run_1/gate_families.png
Scale: 3 px per um.
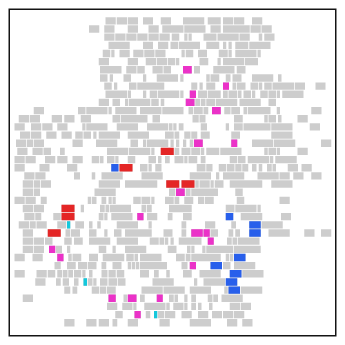
run_1/zoom.png
Region (39, 39) to (69, 69) um. Cells in grey, sequential cells in the stronger grey; small squares are vias.
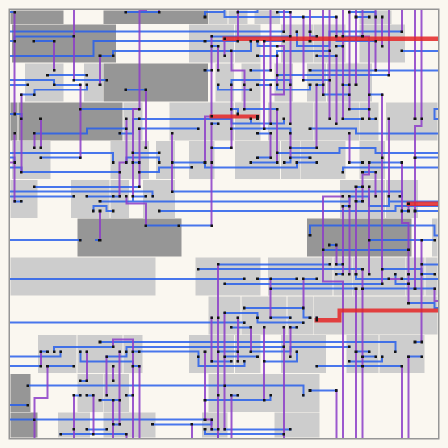
run_1/wire_density.png
Scale: 2 px per um. 22 x 22 tiles, from dark purple (low) to yellow (high), scaled to the fullest tile. Values are wire area over tile area, all layers added.
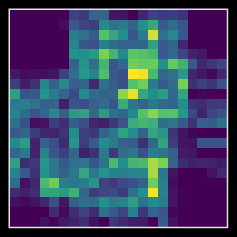
## src/rtl/fpm_pkg.sv

```systemverilog
// Shared types and constants for the FP32 multiply normalise/round stage.
package fpm_pkg;

  typedef enum logic [1:0] {
    CLS_NORM = 2'b00,
    CLS_ZERO = 2'b01,
    CLS_INF  = 2'b10,
    CLS_NAN  = 2'b11
  } fp_class_t;

  localparam int BIAS_C      = 127;
  localparam int EXP_FIELD_W = 8;
  localparam int MANT_W      = 23;
  localparam int PROD_W      = 48;
  localparam int EXP_W_C     = 11;

  localparam logic [31:0] QNAN_C = 32'h7FC0_0000;

  typedef struct packed {
    logic                       sign;
    fp_class_t                  cls;
    logic signed [EXP_W_C-1:0]  e;
    logic [MANT_W-1:0]          mant;
    logic                       g;
    logic                       s;
  } fpm_s1_t;

endpackage

```

## src/rtl/fpm_round_rne.sv

```systemverilog
// Combinational round-to-nearest-even on a normalised 23-bit fraction.
module fpm_round_rne
  import fpm_pkg::*;
#(
  parameter int EXP_W = EXP_W_C
) (
  input  logic [MANT_W-1:0]       mant,
  input  logic                    g,
  input  logic                    s,
  input  logic signed [EXP_W-1:0] e,
  output logic [MANT_W-1:0]       m,
  output logic signed [EXP_W-1:0] e_adj
);

  logic              inc;
  logic [MANT_W:0]   sum;

  always_comb begin
    inc   = g & (s | mant[0]);
    sum   = {1'b0, mant} + {{MANT_W{1'b0}}, inc};
    // A carry out means 1.111..1 rounded up to 10.0, so bump the exponent.
    m     = sum[MANT_W] ? '0 : sum[MANT_W-1:0];
    e_adj = e + $signed({{(EXP_W-1){1'b0}}, sum[MANT_W]});
  end

endmodule

```

## src/rtl/fpm_norm_round.sv

```systemverilog
// Two-stage normalise (S1) and round/pack (S2) pipeline for the FP32 multiplier.
// Optional exception flags output is enabled with `define FPM_EXC_FLAGS_EN.
module fpm_norm_round
  import fpm_pkg::*;
#(
  parameter int BIAS  = BIAS_C,
  parameter int EXP_W = EXP_W_C
) (
  input  logic                 clk,
  input  logic                 reset,
  input  logic                 in_valid,
  output logic                 in_ready,
  input  logic                 in_sign,
  input  logic [8:0]           in_exp_sum,
  input  logic [PROD_W-1:0]    in_product,
  input  logic [1:0]           in_class,
  output logic                 out_valid,
  input  logic                 out_ready,
`ifdef FPM_EXC_FLAGS_EN
  output logic [2:0]           out_flags,
`endif
  output logic [31:0]          out_result
);

  localparam logic signed [EXP_W-1:0] E_MAX  = EXP_W'(255);
  localparam logic signed [EXP_W-1:0] E_ZERO = '0;

  logic        adv;
  logic        s1_valid_q, s1_valid_d;
  fpm_s1_t     s1_q, s1_d, s1_norm;
  logic        out_valid_q, out_valid_d;
  logic [31:0] out_result_q, out_result_d, packed_res;
  logic [2:0]  flags_q, flags_d, flags_calc;

  logic signed [EXP_W-1:0] e_norm;
  logic signed [EXP_W-1:0] e_adj;
  logic [MANT_W-1:0]       m_rnd;
  logic                    is_norm, ovf, unf;

  // Normalise: the product of two 1.x significands lies in [1,4).
  always_comb begin
    e_norm = $signed(EXP_W'(in_exp_sum)) - $signed(EXP_W'(BIAS))
           + $signed({{(EXP_W-1){1'b0}}, in_product[47]});
    s1_norm      = '0;
    s1_norm.sign = in_sign;
    s1_norm.cls  = fp_class_t'(in_class);
    s1_norm.e    = e_norm;
    if (in_product[47]) begin
      s1_norm.mant = in_product[46:24];
      s1_norm.g    = in_product[23];
      s1_norm.s    = |in_product[22:0];
    end else begin
      s1_norm.mant = in_product[45:23];
      s1_norm.g    = in_product[22];
      s1_norm.s    = |in_product[21:0];
    end
  end

  fpm_round_rne #(.EXP_W(EXP_W)) u_round (
    .mant  (s1_q.mant),
    .g     (s1_q.g),
    .s     (s1_q.s),
    .e     (s1_q.e),
    .m     (m_rnd),
    .e_adj (e_adj)
  );

  always_comb begin
    is_norm = (s1_q.cls == CLS_NORM);
    ovf     = is_norm && (e_adj >= E_MAX);
    unf     = is_norm && (e_adj <= E_ZERO);
    flags_calc = {ovf, unf, is_norm & (s1_q.g | s1_q.s | ovf | unf)};
    unique case (s1_q.cls)
      CLS_NAN:  packed_res = QNAN_C;
      CLS_INF:  packed_res = {s1_q.sign, 8'hFF, 23'h0};
      CLS_ZERO: packed_res = {s1_q.sign, 31'h0};
      default: begin
        if (ovf)      packed_res = {s1_q.sign, 8'hFF, 23'h0};
        else if (unf) packed_res = {s1_q.sign, 31'h0};
        else          packed_res = {s1_q.sign, e_adj[7:0], m_rnd};
      end
    endcase
  end

  // Whole pipe freezes when the output is held by downstream.
  always_comb begin
    adv          = !out_valid_q | out_ready;
    s1_valid_d   = s1_valid_q;
    s1_d         = s1_q;
    out_valid_d  = out_valid_q;
    out_result_d = out_result_q;
    flags_d      = flags_q;
    if (adv) begin
      s1_valid_d  = in_valid;
      if (in_valid) s1_d = s1_norm;
      out_valid_d = s1_valid_q;
      if (s1_valid_q) begin
        out_result_d = packed_res;
        flags_d      = flags_calc;
      end
    end
  end

  always_ff @(posedge clk) begin
    if (reset) begin
      s1_valid_q   <= 1'b0;
      s1_q         <= '0;
      out_valid_q  <= 1'b0;
      out_result_q <= '0;
      flags_q      <= '0;
    end else begin
      s1_valid_q   <= s1_valid_d;
      s1_q         <= s1_d;
      out_valid_q  <= out_valid_d;
      out_result_q <= out_result_d;
      flags_q      <= flags_d;
    end
  end

  assign in_ready   = adv;
  assign out_valid  = out_valid_q;
  assign out_result = out_result_q;
`ifdef FPM_EXC_FLAGS_EN
  assign out_flags  = flags_q;
`else
  logic unused_flags;
  assign unused_flags = ^flags_q;
`endif

endmodule

```

## config.mk

```make
export PLATFORM = sky130hd
export DESIGN_NAME = fpm_norm_round
export DESIGN_NICKNAME = d
export VERILOG_FILES = /design/src/rtl/fpm_pkg.sv /design/src/rtl/fpm_round_rne.sv /design/src/rtl/fpm_norm_round.sv
export SDC_FILE = /design/constraint.sdc
export NUM_CORES = 1
export LEC_CHECK = 0
export CORE_MARGIN = 1
export CORE_UTILIZATION = 35
export DETAILED_ROUTE_END_ITERATION = 16
export PLACE_DENSITY = 0.7
export SLEW_MARGIN = 40
export SYNTH_ARGS = -nofsm -noshare
export SYNTH_HDL_FRONTEND = slang
export SYNTH_SLANG_ARGS = --single-unit
export TNS_END_PERCENT = 5
```

## constraint.sdc

```tcl
create_clock -name clk -period 6.15 [get_ports clk]
set_input_delay 1.23 -clock clk [delete_from_list [all_inputs] [get_ports clk]]
set_output_delay 1.23 -clock clk [all_outputs]
set_load 0.01 [all_outputs]
```

==> impl_summary.log, run 1 <==
[report] implementation figures
[metrics] Worst Setup Path Type: input port to output port
[metrics] Max-slew headroom: 0.534
[metrics] internal power summed over all cells: 963 uW
[metrics] final net count: 606
[metrics] Post-Place Setup Slack: 2.46 ns
[metrics] outcome: finished, final reports clean
[metrics] count of endpoints failing hold in the final timing report: 0
[metrics] maximum clock rate: 0.271 GHz
[metrics] synthesized area per cell: 8.78 um2
[metrics] max-slew violation count: 0
[metrics] vias per std cell: 5.19
[metrics] number of clock sinks: 73
[metrics] flip-flops with a built-in enable: 0
[metrics] R2R Setup Slk: 2.49 ns
[metrics] Static Leak: 0.00187 uW
[metrics] accumulated negative setup slack: 0 ns
[metrics] Avg WL per Cell: 14.1 um
[metrics] worst hold path class: flop to flop
[metrics] Residual DRC: 0
[metrics] Antenna diodes: 0
[metrics] synthesis-to-layout area growth: 34.5%
[metrics] met3 wirelength from detailed routing: 480 um
[metrics] DP HPWL: 7480 um
[metrics] most frequently used cell type in the post-synthesis netlist: sky130_fd_sc_hd__dfxtp_1
[metrics] die height: 108 um
[metrics] post-synth area from yosys stat: 3960 um2
[metrics] Top cell area share: 0.369
[metrics] part of the cycle the worst path needs: 0.601
[metrics] critical path cell sequence: clkdlybuf4s50_1, nand2b_1, clkdlybuf4s50_1
[metrics] number of cells traversed by the worst register-to-register path: 13
[metrics] Starting DRT DRC Count: 167
[metrics] Post-CTS Setup Bufs: 0
[metrics] DIE AREA: 11700 um2
[metrics] Core Footprint: 10900 um2
[metrics] clock insertion delay at the later pin of the skew report: 0.33 ns
[metrics] number of global-route vias before repair: 3272
[metrics] primary flip-flop cell chosen by synthesis mapping: sky130_fd_sc_hd__dfxtp_1
[metrics] CTS Buf Count: 9
[metrics] number of standard cells reported by yosys: 451
[metrics] Routability Congestion: 0.796
[metrics] crit path launch type: input port
[metrics] time the final worst path needs with I/O delays and setup: 3.69 ns
[metrics] sequential cell fraction of total power: 0.414
[metrics] cell type with the largest total area after synthesis: sky130_fd_sc_hd__dfxtp_1
[metrics] startpoint of the lowest-slack hold path: out_result[1]
[metrics] met1 layer wirelength in the final routing: 4680 um
[metrics] H-Tree Depth: 3
[metrics] Cell area leaders: sky130_fd_sc_hd__dfxtp_1 (37%), sky130_fd_sc_hd__mux2i_1 (6.3%), sky130_fd_sc_hd__a211oi_1 (5.3%), sky130_fd_sc_hd__xnor2_1 (5.3%), sky130_fd_sc_hd__nand2_1 (5.1%)
[metrics] clock network fraction of design power: 0.429
[metrics] Worst Clk Skew: 0.00373 ns
[metrics] end point of the most critical hold path: out_result[1]
[metrics] worst slew pin tran: 0.698 ns
[metrics] share of synthesized registers carrying an async set or reset: 0
[metrics] launch point of the critical path: out_ready
[metrics] register bit total from synthesis: 73
[metrics] global-route wire length before repair: 15600 um
[metrics] hold slack final: 0.448 ns
[metrics] die width: 108 um
[metrics] cell chosen for the clock root: sky130_fd_sc_hd__clkbuf_16
[metrics] RSZ-0062 raised after global routing: false
[metrics] length of routed met2 wiring: 4250 um
[metrics] drt first pass iters: 4
[metrics] setup slack of the critical path after layout: 2.46 ns
[metrics] worst-path cell with the longest stage delay: sky130_fd_sc_hd__clkdlybuf4s50_1
[metrics] Total Routing Usage GR: 0.170
[metrics] switching power total: 331 uW
[metrics] tally of yosys warning messages: 0
[metrics] most common library cells after synthesis: sky130_fd_sc_hd__dfxtp_1 (73), sky130_fd_sc_hd__nand2_1 (54), sky130_fd_sc_hd__nor2_1 (45), sky130_fd_sc_hd__a211oi_1 (28), sky130_fd_sc_hd__mux2i_1 (25)
[metrics] instance count of the mapped netlist: 451
[metrics] unique cell type count in the Yosys netlist: 47
[metrics] count of cells resized by post-cts repair: 0
[metrics] worst endpoint data arrival time: 2.46 ns
[metrics] switching part of the total power: 0.256
[metrics] relative contribution of combinational cells to total power: 0.157
[metrics] Post-Syn Area: 3960 um2
## Picture notes: gate_families.png
legend:
  magenta:
    family: AND and OR gates
    cells: 19
  blue:
    family: AND-OR and OR-AND gates
    cells: 9
  cyan:
    family: inverters
    cells: 3
  red:
    family: adder and majority cells
    cells: 7
most frequently placed logic cell in the final layout: sky130_fd_sc_hd__clkdlybuf4s50_1
share of the final layout cell area in multi-input gates: 0.446
Finished Layout Cells: 680

## Picture notes: zoom.png
legend:
  red:
    layer: met3
  blue:
    layer: met1
  purple:
    layer: met2
netlist names of flops here include: s1_q (4), out_result (1)
most frequent: nor2_1 (10), xnor2_1 (7), nand3_1 (6)
sequential cells in the window: 5
cells with their middle in the window: 62

## Picture notes: wire_density.png
tiles over half the peak: 16%
fullest tile: 0.49
nearly empty tiles: 22%
mean over tiles: 0.13
emptiest ninth of the die: top left
Via Count: 3526
Post-Route WL: 9610 um

## run 1: worst min-delay path, cell delays in order (launching register included)
cell and delay [ns]:
sky130_fd_sc_hd__dfxtp_1 0.31, sky130_fd_sc_hd__nand2_1 0.05, sky130_fd_sc_hd__o21ai_1 0.05
## run 1: power by group through the flow
stage | Clock (uW) | Sequential (uW) | Combinational (uW)
2_1_floorplan | 0 | 538 | 121
3_3_place_gp | 0 | 545 | 200
3_5_place_dp | 0 | 546 | 204
4_1_cts | 561 | 536 | 205
5_1_grt | 582 | 541 | 223
6_report | 555 | 536 | 203
## run 1: metrics by stage
step	area, um2	util
2_1_floorplan	3960	-
3_3_place_gp	5000	0.457
3_5_place_dp	5000	0.457
4_1_cts	5320	0.487
5_1_grt	5320	0.487
6_report	5320	0.487
## run 1: area by class of cell
| cell class | count | area, um2 |
|---|---|---|
| Timing Repair Buffer | 99 | 981 |
| Sequential cell | 73 | 1460 |
| Multi-Input combinational cell | 349 | 2370 |
| Tap cell | 140 | 175 |
| Inverter | 3 | 11.3 |
| Clock buffer | 10 | 229 |
| Fill cell | 1056 | 5610 |
| Clock inverter | 6 | 92.6 |
## run 1: layout by cell type, fill, tap and decap left out, types with 9 or more instances in the layout
| cell type | count |
|---|---|
| sky130_fd_sc_hd__a21oi_1 | 16 |
| sky130_fd_sc_hd__mux2i_1 | 25 |
| sky130_fd_sc_hd__nand4_1 | 10 |
| sky130_fd_sc_hd__clkbuf_16 | 9 |
| sky130_fd_sc_hd__nor2_1 | 44 |
| sky130_fd_sc_hd__xnor2_1 | 24 |
| sky130_fd_sc_hd__nor4_1 | 9 |
| sky130_fd_sc_hd__dfxtp_1 | 73 |
| sky130_fd_sc_hd__clkdlybuf4s50_1 | 96 |
| sky130_fd_sc_hd__xor2_1 | 17 |
| sky130_fd_sc_hd__a211oi_1 | 28 |
| sky130_fd_sc_hd__nand3_1 | 21 |
| sky130_fd_sc_hd__nand2_1 | 54 |
| sky130_fd_sc_hd__o31ai_1 | 16 |
## run 1: worst max-delay path by stage
stage / cells after the start / to
finish: 3 / in_ready
detailed placement: 3 / in_ready
CTS: 3 / in_ready
global route: 13 / out_result[18]
global placement: 3 / in_ready
floorplan: 14 / out_result[8]
## run 1: logic make-up after synthesis
| kind of cell | count (synthesis) | share of synthesized area |
|---|---|---|
| AOI/OAI and AO/OA | 92 | 0.189 |
| xor gates and xnor gates | 41 | 0.0907 |
| adders and majority gates | 7 | 0.0221 |
| buffers and inverters | 29 | 0.0322 |
| DFF | 73 | 0.369 |
| muxes | 25 | 0.0632 |
| and+or+nand+nor | 184 | 0.234 |
## run 1: state kept, by name (all words and copies together) (netlist names)
signal and count:
s1_q 39, out_result 32, out_valid 1, s1_valid_q 1
## run 1: layer usage
layer | up-vias | track usage
met4 | 0 | 0.0753
met2 | 99 | 0.255
met1 | 1589 | 0.232
li1 | 1822 | -
met5 | - | 0
met3 | 16 | 0.0368
run_1/metal_stack.png
Scale: 3 px per um. Two of the layers only.
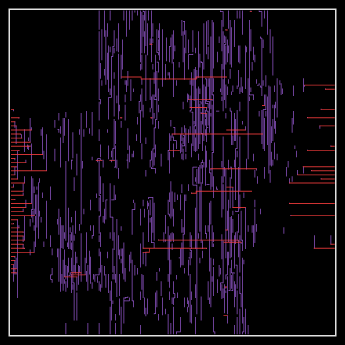

==> inputs of run 2 (changes only) <==
- clock period: 6.15 -> 3.5 ns (I/O delays scaled with it)
run_2/metal_stack.png
Scale: 3 px per um. Two of the layers only.
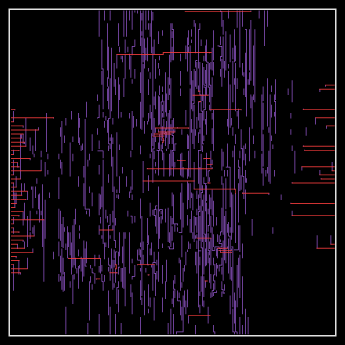
legend:
  purple:
    layer: met2
    wire_length: 4400 um
  red:
    layer: met3
    wire_length: 484 um
Via Count: 3598
Total Routing Usage GR: 0.170
Post-Route WL: 9650 um

run_2/final_placement.png
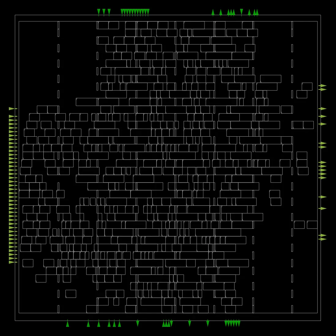
number of placement rows: 38
Well Taps: 140
Finished Layout Cells: 686

==> run 2 against run 1 <==
Effect of this change: sequential power up 76%; final area grew 2.0%; combinational power increased by 85%; flip-flop count is the same; hold slack hardly changed; critical path type is now flop to flop; critical endpoint is now out_result[12]; highest routed layer unchanged.
==> impl_summary.log, run 2 <==
[report] implementation figures
[metrics] outcome: finished, final reports clean (unchanged)
[metrics] share of synthesized registers carrying an async set or reset: 0 (unchanged)
[metrics] sequential-to-total area share from yosys stat: 0.369 (unchanged)
[metrics] Post-Place Setup Slack: 0.0253 ns (was 2.46 ns)
[metrics] register bit total from synthesis: 73 (unchanged)
[metrics] count of endpoints failing hold in the final timing report: 0 (unchanged)
[metrics] Antenna diodes: 0 (unchanged)
[metrics] worst hold path class: flop to flop (unchanged)
[metrics] maximum clock rate: 0.311 GHz
[metrics] flip-flops with a built-in enable: 0 (unchanged)
[metrics] RSZ-0062 raised after global routing: false (unchanged)
[metrics] initial antenna violation count: 0 (unchanged)
[metrics] Post-Syn Area: 3960 um2 (unchanged)
[metrics] Static Leak: 0.00193 uW (was 0.00187 uW)
[metrics] crit path launch type: flop (was input port)
[metrics] die height: 108 um (unchanged)
[metrics] DIE AREA: 11700 um2 (unchanged)
[metrics] Worst Setup Path Type: flop to flop (was input port to output port)
[metrics] instance count of the mapped netlist: 451 (unchanged)
[metrics] Post-Place Cell Area: 5050 um2 (was 5000 um2)
[metrics] part of the cycle the worst path needs: 0.918
[metrics] register containing the most flip-flops in the final layout: s1_q (unchanged)
[metrics] internal power summed over all cells: 1740 uW (was 963 uW)
[metrics] number of global-route vias before repair: 3370 (was 3272)
[metrics] accumulated negative setup slack: 0 ns (unchanged)
[metrics] die width: 108 um (unchanged)
[metrics] Core Footprint: 10900 um2 (unchanged)
[metrics] drt first pass iters: 5 (was 4)
[metrics] time the final worst path needs with I/O delays and setup: 3.21 ns
[metrics] number of standard cells reported by yosys: 451 (unchanged)
[metrics] H-Tree Depth: 3 (unchanged)
[metrics] Starting DRT DRC Count: 148 (was 167)
[metrics] synthesis-to-layout area growth: 37.1% (was 34.5%)
[metrics] cell type with the largest total area after synthesis: sky130_fd_sc_hd__dfxtp_1 (unchanged)
[metrics] Avg WL per Cell: 14.1 um (about the same)
[metrics] Cell area leaders: sky130_fd_sc_hd__dfxtp_1 (37%), sky130_fd_sc_hd__mux2i_1 (6.3%), sky130_fd_sc_hd__a211oi_1 (5.3%), sky130_fd_sc_hd__xnor2_1 (5.3%), sky130_fd_sc_hd__nand2_1 (5.1%) (unchanged)
[metrics] cell chosen for the clock root: sky130_fd_sc_hd__clkbuf_16 (unchanged)
[metrics] Worst Clk Skew: 0.00948 ns (was 0.00373 ns)
[metrics] most used cells in the layout excluding fill and tap cells: sky130_fd_sc_hd__clkdlybuf4s50_1 (96), sky130_fd_sc_hd__dfxtp_1 (73), sky130_fd_sc_hd__nand2_1 (53) (was sky130_fd_sc_hd__clkdlybuf4s50_1 (96), sky130_fd_sc_hd__dfxtp_1 (73), sky130_fd_sc_hd__nand2_1 (54))
[metrics] post-synth area from yosys stat: 3960 um2 (unchanged)
[metrics] worst endpoint data arrival time: 3.45 ns (was 2.46 ns)
[metrics] data required time of the critical path: 3.74 ns (was 4.92 ns)
[metrics] global-route wire length before repair: 15700 um (was 15600 um)
[metrics] switching part of the total power: 0.248 (was 0.256)
[metrics] switching power total: 573 uW (was 331 uW)
[metrics] Top cell area share: 0.369 (unchanged)
[metrics] tally of yosys warning messages: 0 (unchanged)
[metrics] primary flip-flop cell chosen by synthesis mapping: sky130_fd_sc_hd__dfxtp_1 (unchanged)
[metrics] relative contribution of combinational cells to total power: 0.162 (was 0.157)
[metrics] final net count: 612 (was 606)
[metrics] worst slew pin tran: 0.633 ns (was 0.698 ns)
[metrics] clock network fraction of design power: 0.430 (was 0.429)
[metrics] final design instance area without fill: 5430 um2 (was 5320 um2)
[metrics] Residual DRC: 0 (unchanged)
[metrics] vias per std cell: 5.24 (was 5.19)
[metrics] number of flip-flops under the largest register name: 39 (unchanged)
[metrics] IO buf count: 97 (unchanged)
[metrics] sequential cell fraction of total power: 0.407 (was 0.414)
[metrics] setup slack of the critical path after layout: 0.288 ns (was 2.46 ns)
[metrics] DP HPWL: 7640 um (was 7480 um)
[metrics] unique cell type count in the Yosys netlist: 47 (unchanged)
[metrics] clock insertion delay at the later pin of the skew report: 0.33 ns (about the same)
[metrics] most frequently used cell type in the post-synthesis netlist: sky130_fd_sc_hd__dfxtp_1 (unchanged)
[metrics] max-slew violation count: 0 (unchanged)
[metrics] number of clock sinks: 73 (unchanged)
[metrics] Routability Congestion: 0.856 (was 0.796)
[metrics] synthesized area per cell: 8.78 um2 (unchanged)
[metrics] CTS Buf Count: 9 (unchanged)
## run 2: cell counts after synthesis
No cell type changed its count.
## run 2: final timing paths
| kind | startpoint | end | slack, ns | cells past startpoint |
|---|---|---|---|---|
| setup / recovery | s1_q[2] | out_result[12] | 0.29 | 14 |
| hold / removal | out_result[5] | out_result[5] | 0.45 | 2 |
| setup reg to reg | s1_q[2] | out_result[12] | 0.29 | 14 |
| hold reg to reg | out_result[5] | out_result[5] | 0.45 | 2 |
## run 2: routing by layer
layer,vias up,track usage,wire length (um)
met5,-,0,0
met4,0,0.0782,218
met3,15,0.0338,484
met2,110,0.267,4400
met1,1631,0.225,4540
li1,1842,-,-
## run 2: worst max-delay path, cell delays in order, from the launching register on
cell	delay [ns]
sky130_fd_sc_hd__dfxtp_1	0.36
sky130_fd_sc_hd__o21a_1	0.13
sky130_fd_sc_hd__ha_1	0.16
sky130_fd_sc_hd__nand3_1	0.17
sky130_fd_sc_hd__nor3_2	0.19
sky130_fd_sc_hd__and4_2	0.29
sky130_fd_sc_hd__ha_1	0.20
sky130_fd_sc_hd__ha_2	0.26
sky130_fd_sc_hd__nand4_4	0.14
sky130_fd_sc_hd__o31ai_4	0.32
sky130_fd_sc_hd__nand3_2	0.17
sky130_fd_sc_hd__a21oi_4	0.23
sky130_fd_sc_hd__nand3_4	0.11
sky130_fd_sc_hd__buf_12	0.18
sky130_fd_sc_hd__o31ai_2	0.21
## run 2: metrics by stage
| stage | instances | utilization | hold slack [ns] | power (uW) |
|---|---|---|---|---|
| global placement | 669 | 0.462 | 0.440 | 1310 |
| global route | 686 | 0.496 | 0.477 | 2400 |
| CTS | 685 | 0.493 | 0.455 | 2310 |
| detailed placement | 669 | 0.462 | 0.442 | 1320 |
| finish | 686 | 0.496 | 0.448 | 2310 |
| floorplan | 451 | - | 0.437 | 1160 |
## run 2: repair_timing
item	CTS	global route
gates resized	1	6
setup buffers	0	1
setup endpoints to repair	5	31
hold buffers	0	0
pin swaps	0	2
## run 2: cell families after synthesis
kind of cell	Yosys count	synth area share
buffers and inverters	29	0.0322
AND/OR/NAND/NOR	184	0.234
AND-OR/OR-AND	92	0.189
XOR/XNOR	41	0.0907
adder cells (fa/ha/maj)	7	0.0221
flip-flops	73	0.369
multiplexers	25	0.0632
## run 2: cell type report
class / count / area [um2]
Clock inverter: 5 / 77.6
Timing Repair Buffer: 105 / 1050
Sequential cell: 73 / 1460
Fill cell: 1031 / 5510
Multi-Input combinational cell: 349 / 2400
Tap cell: 140 / 175
Clock buffer: 11 / 253
Inverter: 3 / 11.3
## run 2: power groups by stage
stage / sequential, uW / combinational [uW] / clock, uW
after floorplan: 945 / 212 / 0
after global placement: 955 / 359 / 0
after detailed placement: 958 / 364 / 0
after CTS: 940 / 368 / 1010
after global routing: 949 / 410 / 1040
final: 941 / 375 / 994
No activity file was given, so power comes from the tool's default toggle rates.
